Fig. 1: run 1, cell outlines without signal wires
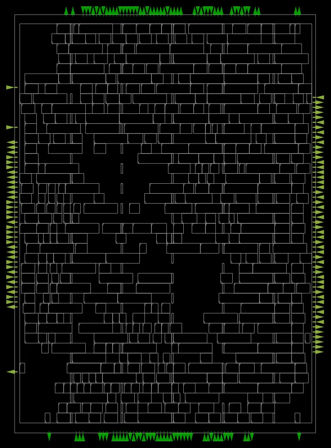
Fig. 2: run 1, cell classes on the final placement
(2 px per µm)
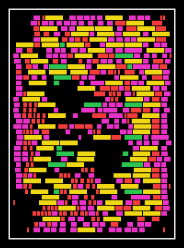
Fig. 3: run 1, sequential cells coloured by netlist name
(4 px per µm)
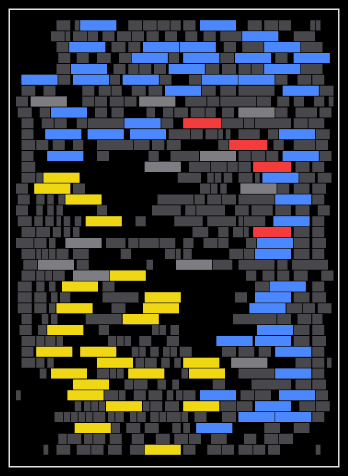
--- src/rtl/gpu_inst_decoder.sv ---
// Registered GPU instruction decoder: validates packed draw words, splits them into draw fields,
// tracks a sticky alpha register. Optional macro DECODE_ERR_CNT_EN enables illegal-word dropping/counting.
module gpu_inst_decoder #(
  parameter int MAX_VERT = 3,
  parameter int VERT_W   = 16,
  parameter int LAYER_W  = 1,
  parameter int COLOR_W  = 24,
  parameter int TEX_W    = 2,
  parameter int ALPHA_W  = 4,
  localparam int VCNT_W  = $clog2(MAX_VERT + 1),
  localparam int INST_W  = 1 + VCNT_W + MAX_VERT*VERT_W + LAYER_W + 1 + COLOR_W + TEX_W + ALPHA_W
) (
  input  logic                         clk,
  input  logic                         n_rst,
  input  logic [INST_W-1:0]            in_data,
  input  logic                         in_valid,
  output logic                         in_ready,
  output logic                         out_valid,
  input  logic                         out_ready,
  output logic [MAX_VERT*VERT_W-1:0]   coordinates,
  output logic [VCNT_W-1:0]            vertice_cnt,
  output logic [LAYER_W-1:0]           layer_num,
  output logic                         fill_type,
  output logic [COLOR_W-1:0]           color_code,
  output logic [TEX_W-1:0]             texture_code,
  output logic [ALPHA_W-1:0]           alpha_val,
  output logic [ALPHA_W-1:0]           cur_alpha,
  output logic                         err_illegal,
  output logic [7:0]                   err_count
);

  localparam int COORD_W  = MAX_VERT * VERT_W;
  localparam int VERT_LO  = 1 + VCNT_W;
  localparam int LAYER_LO = VERT_LO + COORD_W;
  localparam int FILL_BIT = LAYER_LO + LAYER_W;
  localparam int COLOR_LO = FILL_BIT + 1;
  localparam int TEX_LO   = COLOR_LO + COLOR_W;
  localparam int ALPHA_LO = TEX_LO + TEX_W;

  typedef enum logic {EMPTY, FULL} state_t;
  state_t state;

  logic                accept, is_alpha, illegal, load;
  logic [VCNT_W-1:0]   raw_vcnt, eff_vcnt;
  logic [COORD_W-1:0]  coords_d;
  logic                fill_d;
  logic [COLOR_W-1:0]  color_d;
  logic [TEX_W-1:0]    tex_d;
  logic [ALPHA_W-1:0]  word_alpha, alpha_d;

  assign out_valid = (state == FULL);
  assign in_ready  = !out_valid || out_ready;
  assign accept    = in_valid && in_ready;
  assign is_alpha  = in_data[0];
  assign load      = accept && !is_alpha && !illegal;

  always_comb begin
    raw_vcnt   = in_data[VCNT_W:1];
    word_alpha = in_data[ALPHA_LO +: ALPHA_W];
    fill_d     = in_data[FILL_BIT];
    illegal    = 1'b0;
    eff_vcnt   = raw_vcnt;
`ifdef DECODE_ERR_CNT_EN
    illegal = (int'(raw_vcnt) < 2) || (int'(raw_vcnt) > MAX_VERT);
`else
    if (int'(raw_vcnt) < 2)             eff_vcnt = VCNT_W'(2);
    else if (int'(raw_vcnt) > MAX_VERT) eff_vcnt = VCNT_W'(MAX_VERT);
`endif
    // Input packs vertex 0 lowest; output places vertex 0 in the MSBs.
    coords_d = '0;
    for (int unsigned i = 0; i < MAX_VERT; i++) begin
      if (i < 32'(eff_vcnt))
        coords_d[(MAX_VERT-1-i)*VERT_W +: VERT_W] = in_data[VERT_LO + i*VERT_W +: VERT_W];
    end
    color_d = fill_d ? '0 : in_data[COLOR_LO +: COLOR_W];
    tex_d   = fill_d ? in_data[TEX_LO +: TEX_W] : '0;
    alpha_d = (word_alpha != '0) ? word_alpha : cur_alpha;
  end

  always_ff @(posedge clk or negedge n_rst) begin
    if (!n_rst) begin
      state        <= EMPTY;
      coordinates  <= '0;
      vertice_cnt  <= '0;
      layer_num    <= '0;
      fill_type    <= 1'b0;
      color_code   <= '0;
      texture_code <= '0;
      alpha_val    <= '0;
      cur_alpha    <= '1;
`ifdef DECODE_ERR_CNT_EN
      err_illegal  <= 1'b0;
      err_count    <= '0;
`endif
    end else begin
      if (accept && is_alpha)
        cur_alpha <= in_data[ALPHA_W:1];
      if (load) begin
        state        <= FULL;
        coordinates  <= coords_d;
        vertice_cnt  <= eff_vcnt;
        layer_num    <= in_data[LAYER_LO +: LAYER_W];
        fill_type    <= fill_d;
        color_code   <= color_d;
        texture_code <= tex_d;
        alpha_val    <= alpha_d;
      end else if (out_ready) begin
        state <= EMPTY;
      end
`ifdef DECODE_ERR_CNT_EN
      err_illegal <= accept && !is_alpha && illegal;
      if (accept && !is_alpha && illegal && (err_count != 8'hFF))
        err_count <= err_count + 8'd1;
`endif
    end
  end

`ifndef DECODE_ERR_CNT_EN
  assign err_illegal = 1'b0;
  assign err_count   = '0;
`endif

endmodule

--- config.mk ---
export PLATFORM = sky130hd
export DESIGN_NAME = gpu_inst_decoder
export DESIGN_NICKNAME = d
export VERILOG_FILES = /design/src/rtl/gpu_inst_decoder.sv
export SDC_FILE = /design/constraint.sdc
export NUM_CORES = 1
export LEC_CHECK = 0
export CORE_ASPECT_RATIO = 1.4
export CORE_UTILIZATION = 40
export CTS_CLUSTER_SIZE = 24
export DETAILED_ROUTE_END_ITERATION = 10
export GPL_ROUTABILITY_DRIVEN = 0
export HOLD_SLACK_MARGIN = 0.08
export PLACE_DENSITY = 0.89
export SLEW_MARGIN = 20
export SYNTH_ARGS = -nofsm -noshare
export SYNTH_HDL_FRONTEND = slang
export SYNTH_SLANG_ARGS = --single-unit
--- constraint.sdc ---
create_clock -name clk -period 1.55 [get_ports clk]
set_input_delay 0.3875 -clock clk [delete_from_list [all_inputs] [get_ports clk]]
set_output_delay 0.3875 -clock clk [all_outputs]
set_load 0.005 [all_outputs]
==> results.json, run 1 <==
{
  "post_drt_via_cell_ratio": 4.86,
  "sw_frac_of_total_pct": 25.0,
  "drive_gt1_share_pct": 23.3,
  "dp_slack_ns": -0.476,
  "num_io_pins": 184,
  "cts.sink_count": 87,
  "synth.avg_cell_area_um2": 13.1,
  "via_count": 2886,
  "simple_gate_share_pct": 8.27,
  "top_cells_by_count": "dfrtp_1, o21ai_0, mux2_2, nand2b_1, a22o_1",
  "netlist.area_leader.share_pct": 57.9,
  "power.switching_uw": 1590,
  "yosysWarnings": 0,
  "status": "finished clean",
  "powerDensity_mw_per_mm2": 1070,
  "drt-initial-drc-count": 113,
  "required_ns": 1.16,
  "power_frac_clock_pct": 34.1,
  "synthCells": 273,
  "n_antenna_cell": 0,
  "synth-edff-count": 0,
  "place_area_mm2": 0.00546,
  "seq_area_frac_synth_pct": 60.9,
  "rrSetupSlack_ns": 0.06,
  "worstSetupEndpointType": "output port",
  "initCoreUtil_pct": 41.4,
  "adder_share_pct": 0,
  "cpPeakStageDelay_ns": 0.55,
  "max_cap_viol_count": 0,
  "fin_nets": 571,
  "grtUsageMet3_pct": 4.24,
  "final_common_cell": "dlygate4sd2_1",
  "cp_max_fo": 3,
  "highest_layer": "met4",
  "insertion_delay_ns": 0.34,
  "critPathSlowestCell": "dfstp_2",
  "wl_per_cell_um": 16.4,
  "portBuffers": 174,
  "p_leak_uw": 0.00286,
  "die_area_mm2": 0.00935,
  "critPathLaunchType": "flip-flop",
  "die_w_um": 82.0,
  "ctsRootBufferMaster": "clkbuf_16",
  "ys_async_sr_fraction_pct": 100
}
About Fig. 1:
final non-filler cell total: 594
fillers: 653
Core Area: 0.00866 mm²

About Fig. 2:
Green is clock drivers and dummy loads, cells 16, share of their area 5.2%. Magenta is remaining buffers and delay cells, cells 221, share of their area 36%. Red is remaining logic cells, cells 165, share of their area 22%. Yellow is sequential cells, cells 87, share of their area 37%.
Seq area share: 36.4%
Final Util: 69.3%
num rows: 40

About Fig. 3:
Red is cur_alpha, placed flops 4. Yellow is color_code, placed flops 24. Blue is coordinates, placed flops 48, where spread over the die.
Another 11 sequential cells are not coloured.

-- run 1: state kept, by name, indices dropped and copies added (netlist names) --
register,count
texture_code,2
color_code,24
layer_num,1
cur_alpha,4
alpha_val,4
coordinates,48
out_valid,1
vertice_cnt,2
fill_type,1
-- run 1: power groups by stage --
stage          registers [µW]  logic, µW  clock network [µW]
4_1_cts                  2780       1340                2220
2_1_floorplan            2840        447                   0
3_3_place_gp             2810       1470                   0
5_1_grt                  2820       1550                2310
3_5_place_dp             2830       1500                   0
6_report                 2780       1430                2180
-- run 1: final timing paths --
check / start / end / depth (start not counted)
hold reg to reg: vertice_cnt[1] / vertice_cnt[1] / 1
hold / removal: vertice_cnt[1] / vertice_cnt[1] / 1
setup reg to reg: out_valid / alpha_val[0] / 8
min in group asynchronous: n_rst / coordinates[34] / 2
max in group asynchronous: n_rst / color_code[22] / 3
setup / recovery: cur_alpha[3] / cur_alpha[3] / 1
-- run 1: per-stage QoR --
| stage | util [%] | total power, µW | TNS (ns) |
|---|---|---|---|
| global placement | 63.0 | 4280 | -27.12 |
| CTS | 66.7 | 6330 | -0.266 |
| global route | 69.3 | 6680 | -0.00771 |
| detailed placement | 63.0 | 4330 | -26.58 |
| floorplan | - | 3280 | 0 |
| finish | 69.3 | 6390 | 0 |
-- run 1: kinds of logic (layout without fill, tap and decap cells) --
logic type | Yosys count | count (layout)
buffers and inverters | 30 | 238
muxes | 38 | 38
AOI/OAI and AO/OA | 73 | 73
and+or+nand+nor | 44 | 44
DFF | 87 | 87
other | 1 | 9
-- run 1: final cells by class --
class / instances / area share (%)
clock buffer: 9 / 3.76
clock inverter: 7 / 1.34
inverter: 1 / 0.104
multi-input combinational: 164 / 21.0
sequential: 87 / 36.4
tap: 105 / 2.19
timing repair buffer: 221 / 35.2
## Run 2: what changed since run 1
--- a/config.mk
+++ b/config.mk
@@ -6,13 +6,12 @@
 export NUM_CORES = 1
 export LEC_CHECK = 0
 export CORE_ASPECT_RATIO = 1.4
-export CORE_UTILIZATION = 40
+export CORE_UTILIZATION = 36
 export CTS_CLUSTER_SIZE = 24
 export DETAILED_ROUTE_END_ITERATION = 10
 export GPL_ROUTABILITY_DRIVEN = 0
 export HOLD_SLACK_MARGIN = 0.08
-export PLACE_DENSITY = 0.89
-export SLEW_MARGIN = 20
+export PLACE_DENSITY = 0.85
 export SYNTH_ARGS = -nofsm -noshare
 export SYNTH_HDL_FRONTEND = slang
 export SYNTH_SLANG_ARGS = --single-unit
==> constraint.sdc (replaced) <==
create_clock -name clk -period 1.4 [get_ports clk]
set_input_delay 0.35 -clock clk [delete_from_list [all_inputs] [get_ports clk]]
set_output_delay 0.35 -clock clk [all_outputs]
set_load 0.005 [all_outputs]
==> run 2 against run 1 <==
Net effect:
- the flow now finishes with violations (negative setup slack)
- utilization decreased by 5.1 points
- synthesized cell count is the same
- final area up 2.4%
- wire length increased by 6.0%
- first-iteration DRC count is 2.7% higher
- clock power grew 18%
- power rose by 15%
- area after synthesis is the same
- sequential cell count unchanged
- clock skew is 0.0052 ns lower
==> results.json, run 2 <==
{
  "drt-initial-drc-count": 116,
  "worstRegToRegCells": 6,
  "top_register": "coordinates",
  "synth.avg_cell_area_um2": 13.1,
  "cp_max_fo": 6,
  "cts.sink_count": 87,
  "hold_path_depth": 1,
  "postLayoutSetupSlackWorst_ns": -0.0763,
  "setup_tns_ns": -1.27,
  "violations": "negative setup slack",
  "powerDensity_mw_per_mm2": 1200,
  "largest_reg_flops": 48,
  "p_leak_uw": 0.00293,
  "status": "finished, violations left",
  "insertion_delay_ns": 0.33,
  "netlist.area_leader.share_pct": 57.9,
  "setup_viol": 23,
  "fin_nets": 563,
  "max_cap_viol_count": 0,
  "core-area_mm2": 0.00956,
  "rows": 42,
  "worstSetupEndpointType": "flip-flop",
  "reg_top3": "coordinates: 48 flops, color_code: 24 flops",
  "adder_share_pct": 0,
  "critPathLaunchType": "flip-flop",
  "yosysWarnings": 0,
  "synth-edff-count": 0,
  "die_w_um": 86.3,
  "initCoreUtil_pct": 37.5,
  "required_ns": 1.61,
  "final_common_cell": "dlygate4sd2_1",
  "simple_gate_share_pct": 8.27,
  "synthCells": 273,
  "highest_layer": "met4",
  "ys_async_sr_fraction_pct": 100
}
[run 2: cell counts after synthesis]
No cell type changed its count.
[run 2: stage by stage]
step | setup WS, ns | cells
after floorplan | -0.0000183 | 281
after global placement | -0.393 | 582
after detailed placement | -0.421 | 582
after CTS | -0.115 | 612
after global routing | -0.128 | 613
final | -0.0763 | 614
[run 2: area by class of cell]
| cell class | instances | area, µm² |
|---|---|---|
| fillers | 762 | 3430 |
| clock inverters | 4 | 77.6 |
| inverters | 1 | 6.26 |
| clock buffers | 12 | 246 |
| flip-flops and latches | 87 | 2180 |
| repair buffers | 213 | 2100 |
| diodes | 1 | 2.50 |
| multi-input cells | 164 | 1360 |
| well taps | 132 | 165 |
[run 2: power by group through the flow]
stage	registers, µW	clock network, µW	logic, µW
floorplan	3140	0	499
global placement	3110	0	1690
detailed placement	3130	0	1740
CTS	3080	2630	1700
global route	3120	2720	1850
finish	3090	2570	1710
[run 2: path summary, 6_finish.rpt]
check                           slack, ns               to            from
worst max register to register      -0.08  coordinates[29]       out_valid
worst max-delay path                -0.08  coordinates[29]       out_valid
worst min register to register       0.48   vertice_cnt[1]  vertice_cnt[1]
max in group asynchronous            0.43     cur_alpha[0]           n_rst
worst min-delay path                 0.48   vertice_cnt[1]  vertice_cnt[1]
min in group asynchronous            0.60  coordinates[31]           n_rst
[run 2: timing repair]
item                                    in CTS  in global routing
endpoints found under the setup margin     141                 58
endpoints found under the hold margin       50                  0
resized                                    136                 10
hold buffers                                 1                  0
pin swaps                                    1                  1
gates cloned                                 2                  1
setup buffers                               11                  1
[run 2: worst max-delay path: stages, from the launching register on]
cell       delay, ns
dfrtp_1         0.37
nor2b_4         0.14
buf_6           0.13
nor2_8          0.14
buf_12          0.14
clkbuf_16       0.14
mux2_4          0.30
Fig. 4: run 2, metal 3
(3 px per µm)
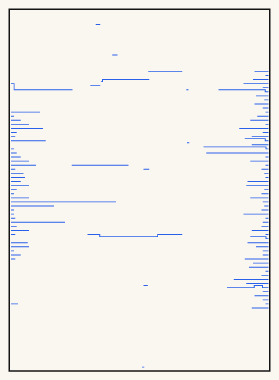
The layer holds 5.5% of the routed length. 101 nets have wire on it.
DR vias: 2,908
met3 Track Usage GR: 5.02%
final WL: 10.3 mm

## Run 3: what changed since run 2
--- a/config.mk
+++ b/config.mk
@@ -7,6 +7,7 @@
 export LEC_CHECK = 0
 export CORE_ASPECT_RATIO = 1.4
 export CORE_UTILIZATION = 36
+export CTS_CLUSTER_DIAMETER = 150
 export CTS_CLUSTER_SIZE = 24
 export DETAILED_ROUTE_END_ITERATION = 10
 export GPL_ROUTABILITY_DRIVEN = 0
Fig. 5: run 3, metal 3
(3 px per µm)
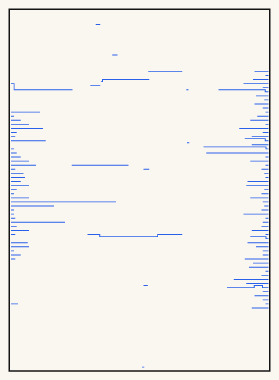
The wires run mostly horizontal. The layer holds 5.5% of the routed length. 101 nets have wire on it. The layer carries 570 µm of wire.

==> run 3 against run 2 <==
Net effect:
- the flow still finishes with violations (negative setup slack)
- worst setup slack is the same
- synthesized cell count is the same
- highest routed layer unchanged
- critical path depth is the same
- combinational power is essentially flat
- final cell count is the same
- area after synthesis is the same
- largest power group unchanged
- register-to-register slack is essentially flat
==> results.json, run 3 <==
{
  "insertion_delay_ns": 0.33,
  "synthCells": 273,
  "yosysWarnings": 0,
  "worstRegToRegCells": 6,
  "rr_startpoint": "out_valid",
  "hold-path-endpoint": "vertice_cnt[1]",
  "synth.avg_cell_area_um2": 13.1,
  "rrSetupSlack_ns": -0.08,
  "fin_nets": 563,
  "rows": 42,
  "worstSetupEndpointType": "flip-flop",
  "cpPeakStageDelay_ns": 0.37,
  "netlist.area_leader.share_pct": 57.9,
  "max_cap_viol_count": 0,
  "critPathLaunchType": "flip-flop",
  "cts.sink_count": 87,
  "final_common_cell": "dlygate4sd2_1",
  "synth-edff-count": 0,
  "setup_viol": 23,
  "wirelength_mm": 10.3,
  "ys_async_sr_fraction_pct": 100,
  "die_w_um": 86.3,
  "critPathBufInv": 3,
  "violations": "negative setup slack",
  "dp_slack_ns": -0.421,
  "cp_max_fo": 6,
  "path_delay_family": "buffers and inverters",
  "required_ns": 1.61,
  "critPathSlowestCell": "dfrtp_1",
  "status": "finished, violations left",
  "postLayoutSetupSlackWorst_ns": -0.0763,
  "final_cells": 614,
  "drt-initial-drc-count": 116
}
## run 3: worst max-delay path by stage
stage          slack (ns)  cells after the start  startpoint         endpoint
2_1_floorplan    -0.00002                      5   out_valid  coordinates[20]
3_3_place_gp        -0.39                      4   out_ready         in_ready
3_5_place_dp        -0.42                      6   out_ready  coordinates[33]
4_1_cts             -0.11                      5   out_valid  coordinates[16]
5_1_grt             -0.13                      6   out_valid  coordinates[23]
6_report            -0.08                      6   out_valid  coordinates[29]
## run 3: cells by family (layout without fill, tap and decap cells)
logic type / Yosys count / count (layout) / share of synthesized area [%]
and+or+nand+nor: 44 / 44 / 8.27
buffers and inverters: 30 / 230 / 6.00
AOI/OAI and AO/OA: 73 / 73 / 12.4
other: 1 / 10 / 0.105
DFF: 87 / 87 / 60.9
muxes: 38 / 38 / 12.4
## run 3: power breakdown
part	total [µW]	internal (µW)	switching, µW
Combinational	1710	1110	600
Clock	2570	1620	942
Sequential	3090	2890	198
## run 3: area by class of cell
cell class	instances	area (µm²)
fillers	762	3430
flip-flops and latches	87	2180
repair buffers	213	2100
multi-input cells	164	1360
clock buffers	12	246
well taps	132	165
clock inverters	4	77.6
inverters	1	6.26
diodes	1	2.50
## run 3: per-stage QoR
| step | utilization (%) | TNS (ns) | instance area (µm²) |
|---|---|---|---|
| after global routing | 64.2 | -3.21 | 6140 |
| after floorplan | - | -0.000366 | 3630 |
| after CTS | 63.9 | -2.54 | 6110 |
| after global placement | 58.6 | -30.46 | 5600 |
| final | 64.2 | -1.27 | 6140 |
| after detailed placement | 58.6 | -31.34 | 5600 |
## run 3: timing repair
action,in CTS,in global routing
setup endpoints to repair,141,58
hold buffers,1,0
gates cloned,2,1
gates resized,136,10
setup buffers,11,1
hold endpoints to repair,50,0
pin swaps,1,1
No activity file was given, so power comes from the tool's default toggle rates.
